## src/rtl/lifo.sv

```systemverilog
// Parameterised LIFO stack with registered pop data and pointer-decoded full/empty.
// Optional LIFO_ERR_FLAGS_EN adds one-cycle overflow/underflow pulses.
module lifo #(
  parameter int N     = 32,
  parameter int depth = 3
) (
  input  logic         clk,
  input  logic         reset,
  input  logic         wr_en,
  input  logic         rd_en,
  input  logic [N-1:0] din,
  output logic [N-1:0] dout,
  output logic         full,
  output logic         empty
`ifdef LIFO_ERR_FLAGS_EN
  ,
  output logic         overflow,
  output logic         underflow
`endif
);

  localparam int ENTRIES = 2 ** depth;
  localparam logic [depth-1:0] IDX_ONE = {{(depth-1){1'b0}}, 1'b1};
  localparam logic [depth:0]   PTR_ONE = {{depth{1'b0}}, 1'b1};

  logic [N-1:0]     r_mem [ENTRIES];
  logic [depth:0]   r_ptr;
  logic [N-1:0]     r_dout;

  logic [depth-1:0] w_wr_idx;
  logic [depth-1:0] w_top_idx;
  logic             w_push;
  logic             w_pop;
  logic             w_swap;

  assign empty = (r_ptr == '0);
  assign full  = r_ptr[depth];
  assign dout  = r_dout;

  // A simultaneous push+pop on a non-empty stack replaces the top entry in place.
  assign w_swap    = wr_en & rd_en & ~empty;
  assign w_push    = wr_en & ~full & ~(rd_en & ~empty);
  assign w_pop     = rd_en & ~wr_en & ~empty;
  assign w_wr_idx  = r_ptr[depth-1:0];
  assign w_top_idx = r_ptr[depth-1:0] - IDX_ONE;

  always_ff @(posedge clk) begin
    if (!reset) begin
      if (w_push)
        r_mem[w_wr_idx] <= din;
      else if (w_swap)
        r_mem[w_top_idx] <= din;
    end
  end

  always_ff @(posedge clk) begin
    if (reset) begin
      r_ptr  <= '0;
      r_dout <= '0;
    end else begin
      if (w_push)
        r_ptr <= r_ptr + PTR_ONE;
      else if (w_pop)
        r_ptr <= r_ptr - PTR_ONE;
      if (w_pop || w_swap)
        r_dout <= r_mem[w_top_idx];
    end
  end

`ifdef LIFO_ERR_FLAGS_EN
  logic r_overflow;
  logic r_underflow;

  always_ff @(posedge clk) begin
    if (reset) begin
      r_overflow  <= 1'b0;
      r_underflow <= 1'b0;
    end else begin
      r_overflow  <= wr_en & ~rd_en & full;
      r_underflow <= rd_en & empty;
    end
  end

  assign overflow  = r_overflow;
  assign underflow = r_underflow;
`endif

endmodule

```

## config.mk

```make
export PLATFORM = sky130hd
export DESIGN_NAME = lifo
export DESIGN_NICKNAME = d
export VERILOG_FILES = /design/src/rtl/lifo.sv
export SDC_FILE = /design/constraint.sdc
export NUM_CORES = 1
export LEC_CHECK = 0
export CORE_MARGIN = 2
export CORE_UTILIZATION = 53
export CTS_CLUSTER_DIAMETER = 50
export CTS_CLUSTER_SIZE = 10
export DETAILED_ROUTE_END_ITERATION = 16
export PLACE_DENSITY_LB_ADDON = 0.1
export SETUP_SLACK_MARGIN = 0.02
export SYNTH_ARGS = -nofsm -noshare
export SYNTH_HDL_FRONTEND = slang
export SYNTH_SLANG_ARGS = --single-unit
```

## constraint.sdc

```tcl
create_clock -name clk -period 4.1 [get_ports clk]
set_input_delay 0.82 -clock clk [delete_from_list [all_inputs] [get_ports clk]]
set_output_delay 0.82 -clock clk [all_outputs]
set_load 0.1 [all_outputs]
```

==> results.cfg, run 1 <==
; generated from flow reports
[yosys]
synth_top_cell_by_count = edfxtp_1
synth_top_area_share = 0.703
flop_cell = edfxtp_1
async_flop_share = 0
yosysUniqueCellTypes = 42
synth_cells = 547
ys_chip_area_um2 = 10900
top_area_cell = edfxtp_1
ys_top_cells_by_count = 256 x edfxtp_1, 68 x nand2_1, 64 x mux4_2
ys_seq_frac = 0.769
area_leaders = edfxtp_1 70%, mux4_2 13%, dfxtp_1 6.6%, nand2_1 2.3%, a22oi_1 2.1%
yosys_cells = 547
syn_area_per_cell_um2 = 20.0
yosysWarnings = 0
synth_area_um2 = 10900
fp_nets = 587

[critical_path]
cp-startpoint = r_ptr[0]
critical_path_class = reg2out
crit_path_top_delay_cell = dfxtp_4
rr_startpoint = r_ptr[0]
crit_top_cell = inv_1
r2r_end = r_mem[1][2]
path_cells = inv_1, ha_4, or3b_1, inv_1, buf_4
critPathCapture = empty
ff2ff_setup_slack_ps = 840
cp_max_fo = 36
startpoint_type = flop
cp.arrival_ps = 2530
critPathMaxStageDelay_ps = 780
worstSetupEndpointType = output port

[placement]
place_congestion = 0.750
place_hpwl_um = 11800

[clock_network]
clkLatencyLatePin_ps = 500
clock_sinks = 292
clkTransAtPathRegs_ps = 50
clockBufferDepth = 3
cts_buffers = 35
cts_resized = 0
cts_setup_buffers = 0
cts_tree = yes

[global_route]
grt.overflow.total = 0
grt_pass1_wl_um = 32700
antenna_found_initial = 0
met2_usage = 0.338
grt_max_degree = 39
busiest_layer = met2

[pwr]
p_switching_uw = 3500
ir_drop_mv = 0.429
power_density_nw_per_um2 = 757
pwr-share-comb = 0.342
total_leakage_power_uw = 0.00427
switching_share = 0.353

[sta]
finalCriticalPeriod_ps = 3350
drv_slew = 0
hold_viol = 0
slew_headroom = 0.304
rsz0062_at_grt = false
max_slew.worst_pin.slew_ps = 1040
finalClockPeriodUsage = 0.816
setup_tns_ps = 0

[floorplanning]
die_h_um = 148
design.core.area_um2 = 20200
chip_area_um2 = 21800

[finish]
drive_above_1_share = 0.206
final_nets = 681
lay_top_cells = 256 x edfxtp_1, 68 x nand2_1, 68 x clkdlybuf4s50_1
area_growth_pct = 19.6

[job]
drv_cap = 0

[drt]
drc = 0
ant_nets = 0
route.met3.wl_um = 1200
wl_met1_um = 8540
drtPass1Iterations = 4
drtIter0Drc = 341
viasPerCell = 5.72

[hold_path]
min_to = dout[3]

[status]
status = complete, no violations
==> run 1: layout make-up <==
class	instances	area [µm²]
Fill cell	1407	7150
Clock buffer	57	990
Sequential cell	292	8410
Inverter	7	26.3
Clock inverter	4	33.8
Multi-Input combinational cell	219	2440
Timing Repair Buffer	86	841
Tap cell	270	338
==> run 1: cells by family (layout without fill, tap and decap cells) <==
group / after synthesis / in the layout / share of synthesized area
AND/OR/NAND/NOR: 95 / 95 / 0.0372
buffers and inverters: 36 / 154 / 0.0162
XOR/XNOR: 1 / 1 / 0.000801
adder cells (fa/ha/maj): 4 / 4 / 0.00526
multiplexers: 66 / 66 / 0.134
AND-OR/OR-AND: 53 / 53 / 0.0379
flip-flops: 292 / 292 / 0.769
==> run 1: registers in the layout, summed over array words and instances (netlist names) <==
signal and count:
dout 32, r_mem 256, r_ptr 4
==> run 1: power by group through the flow <==
stage	logic (µW)	registers [µW]	clock network (µW)
floorplan	1610	4810	0
finish	3390	3790	2730
CTS	3450	3800	2800
global route	3580	3830	2920
global placement	3410	3840	0
detailed placement	3440	3850	0
==> run 1: critical path, delay by kind of cell, from the launching register on <==
| family | cells | cell delay [ps] |
|---|---|---|
| adder cells (fa/ha/maj) | 1 | 270 |
| buffers and inverters | 3 | 610 |
| flip-flops | 1 | 780 |
| AND/OR/NAND/NOR | 1 | 350 |
==> run 1: through the flow <==
step           area (µm²)  power (µW)  instances  setup slack [ps]  hold slack [ps]
4_1_cts             13100       10000        935               639              435
3_3_place_gp        12100        7250        874               708              423
5_1_grt             13100       10300        935               520              456
3_5_place_dp        12100        7300        874               620              428
6_report            13100        9900        935               753              431
2_1_floorplan       10900        6420        547               212              520
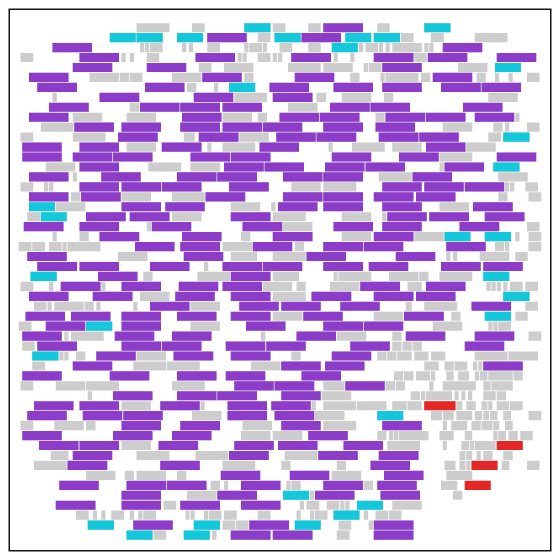
run_1/ff_map.png
- purple: r_mem (flops 256; where spread over the die)
- red: r_ptr (flops 4; where bottom right)
- cyan: dout (flops 32; where spread over the die)
FF/Latch Area: 8410 µm²
post-layout util: 0.646

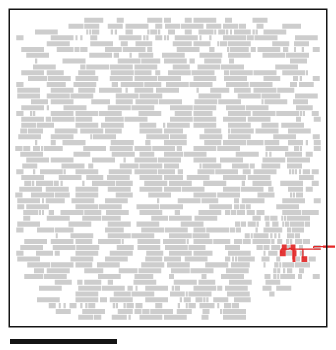
run_1/port_trees.png
The bar under the picture is 50 µm long.
- red: wr_en (bits 1; direction input; edge right; end cells 6; buffers 1; wire 35.8 µm)
Top-Level Pins: 70
Port Buffers: 69

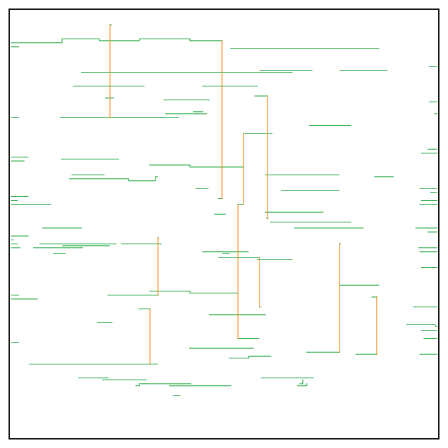
run_1/layers.png
Only two layers are drawn.
- green: M3 (wire length 1,200 µm)
- orange: M4 (wire length 312 µm)
Routed WL: 20,700 µm
WL per Instance: 22.1 µm
Via Count: 5,348
Total Routing Usage GR: 0.200

run_1/placed.png
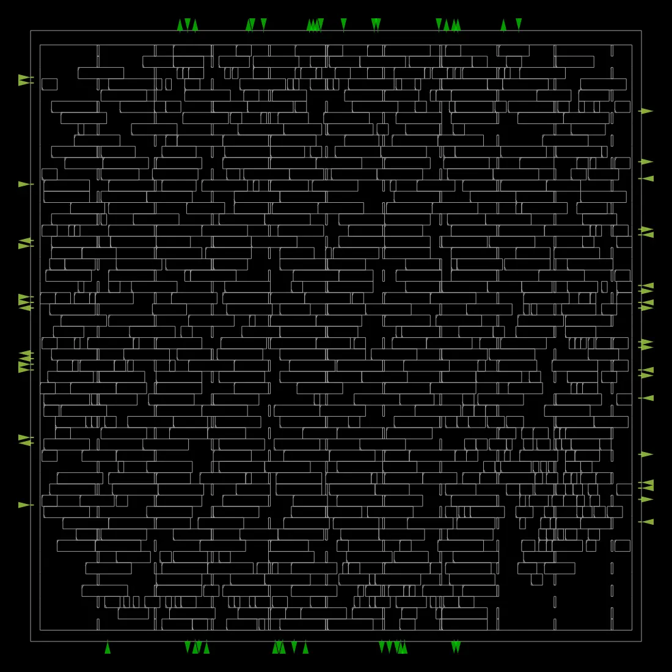

==> run 1 -> run 2 <==
==> constraint.sdc (replaced) <==
create_clock -name clk -period 2.7 [get_ports clk]
set_input_delay 0.54 -clock clk [delete_from_list [all_inputs] [get_ports clk]]
set_output_delay 0.54 -clock clk [all_outputs]
set_load 0.1 [all_outputs]
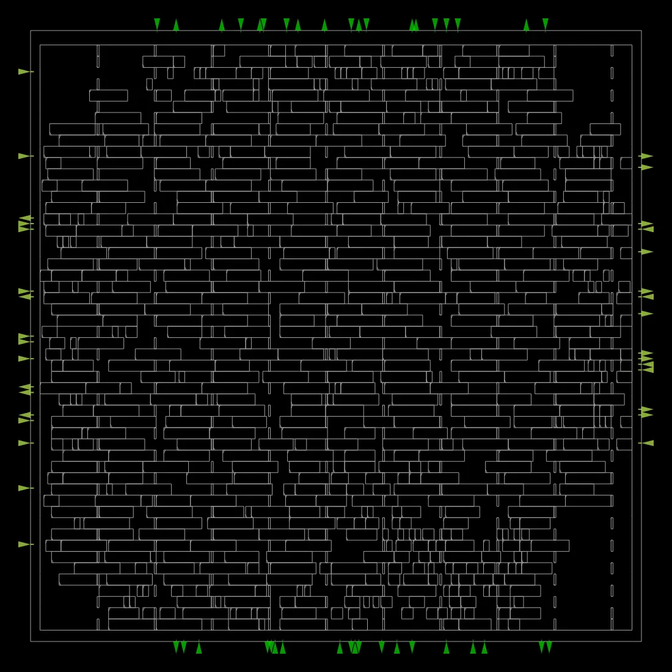
run_2/placed.png
proportion of cell area occupied by registers: 0.632
core area: 20,200 µm²
Seq Cell Count: 292
post-layout util: 0.658
n_taps: 270

==> results.cfg, run 2 <==
; generated from flow reports
[sta]
setup_violations = 0
skew_ps = 14.6
slew_headroom = 0.592
timing.hold.ws_ps = 433
max_freq_mhz = 396
setup_tns_ps = 0
hold_viol = 0
finalCriticalPeriod_ps = 2520
max_slew.worst_pin.slew_ps = 612
finalClockPeriodUsage = 0.934
drv_slew = 0
layout_setup_ws_ps = 178
rsz0062_at_grt = false

[floorplanning]
io_pins = 70
die_h_um = 148
num_rows = 52
die_width_um = 148
chip_area_um2 = 21800
floorplan.core_util = 0.540

[placement]
port_buffers = 69
post_dp_cell_area_um2 = 12300
place_congestion = 0.779
dp_slack_ps = 72.3
place_hpwl_um = 12500
place_inst = 889

[pwr]
ir_drop_mv = 0.799
power_density_nw_per_um2 = 1140
power_uw = 15200
total_leakage_power_uw = 0.00445

[critical_path]
startpoint_type = flop
cp.arrival_ps = 1980
critical_path_class = reg2out
critPathRequiredTime_ps = 2160
worstSetupEndpointType = output port
cp_max_fo = 8

[yosys]
synth-edff-count = 256
yosysUniqueCellTypes = 42
ys.flops = 292
synth_area_um2 = 10900
yosysWarnings = 0
fp_nets = 587
syn_area_per_cell_um2 = 20.0
ys_top_cells_by_count = 256 x edfxtp_1, 68 x nand2_1, 64 x mux4_2
async_flop_share = 0
synth_top_area_share = 0.703
ys_chip_area_um2 = 10900
area_leaders = edfxtp_1 70%, mux4_2 13%, dfxtp_1 6.6%, nand2_1 2.3%, a22oi_1 2.1%
flop_cell = edfxtp_1
top_area_cell = edfxtp_1
synth_cells = 547
ys_seq_frac = 0.769
synth_top_cell_by_count = edfxtp_1
yosys_cells = 547

[finish]
drive_above_1_share = 0.275
n_fill_cell = 1371
final_area_um2 = 13300
largest_register = r_mem
lay_top_cells = 256 x edfxtp_1, 68 x nand2_1, 64 x mux4_2
diodes = 0
lay_top_count = edfxtp_1
fin_cells = 951
largest_reg_flops = 256
area_growth_pct = 21.7
final_nets = 696

[clock_network]
clkLatencyLatePin_ps = 510
cts_root_buf = clkbuf_16
cts_setup_buffers = 0
cts_buffers = 35
holdBufCountCts = 0
clockBufferDepth = 3
clkTransAtPathRegs_ps = 50
cts_resized = 0
cts.htree.levels = 2
clock_sinks = 292
cts_tree = yes

[global_route]
grt_max_degree = 73
grt.overflow.total = 0
grt_pass1_wl_um = 33400
grt_pass1_vias = 5717
antenna_found_initial = 0
grt_usage = 0.204

[drt]
drtIter0Drc = 329
avgRoutedWirePerCell_um = 22.4
drtPass1Iterations = 5
routed_wl_um = 21300
vias = 5344
viasPerCell = 5.62
ant_nets = 0
drc = 0

[job]
drv_cap = 0
tool_warnings = 26

[status]
status = complete, no violations

[hold_path]
hp-class = reg2reg
## run 2: cell counts after synthesis
Identical to the previous run, type by type.
## run 2: final cells by class
type	count	area (µm²)	area share
inverter	7	28.8	0.00216
multi-input combinational	219	2440	0.183
tap	270	338	0.0254
sequential	292	8410	0.632
clock inverter	4	33.8	0.00254
clock buffer	58	993	0.0747
timing repair buffer	101	1060	0.0796
## run 2: power breakdown
group	total, µW	switching (µW)	internal (µW)
Sequential	5630	204	5430
Combinational	5420	3540	1880
Clock	4170	1660	2510
## run 2: final timing paths
check | depth (start not counted) | end | slack (ps) | startpoint
worst min register to register | 2 | dout[19] | 430 | dout[19]
worst min-delay path | 2 | dout[19] | 430 | dout[19]
worst max-delay path | 5 | empty | 180 | r_ptr[1]
worst max register to register | 7 | r_mem[2][0] | 310 | r_ptr[1]
## run 2: per-layer routing
layer / wire length (µm) / track usage / up-vias
li1: - / - / 2431
met1: 8930 / 0.276 / 2756
met2: 11100 / 0.348 / 133
met3: 1010 / 0.0386 / 24
met4: 323 / 0.0538 / 0
met5: 0 / 0 / -
## run 2: critical path, cell delays in order (launching register included)
cell and delay (ps):
dfxtp_1 310, inv_1 120, ha_4 190, or3b_1 510, inv_1 160, buf_12 180
## run 2: kinds of logic after synthesis
| group | after synthesis | share of synthesized area |
|---|---|---|
| multiplexers | 66 | 0.134 |
| flip-flops | 292 | 0.769 |
| AND-OR/OR-AND | 53 | 0.0379 |
| adder cells (fa/ha/maj) | 4 | 0.00526 |
| XOR/XNOR | 1 | 0.000801 |
| buffers and inverters | 36 | 0.0162 |
| AND/OR/NAND/NOR | 95 | 0.0372 |
Power and IR drop assume default switching activity.
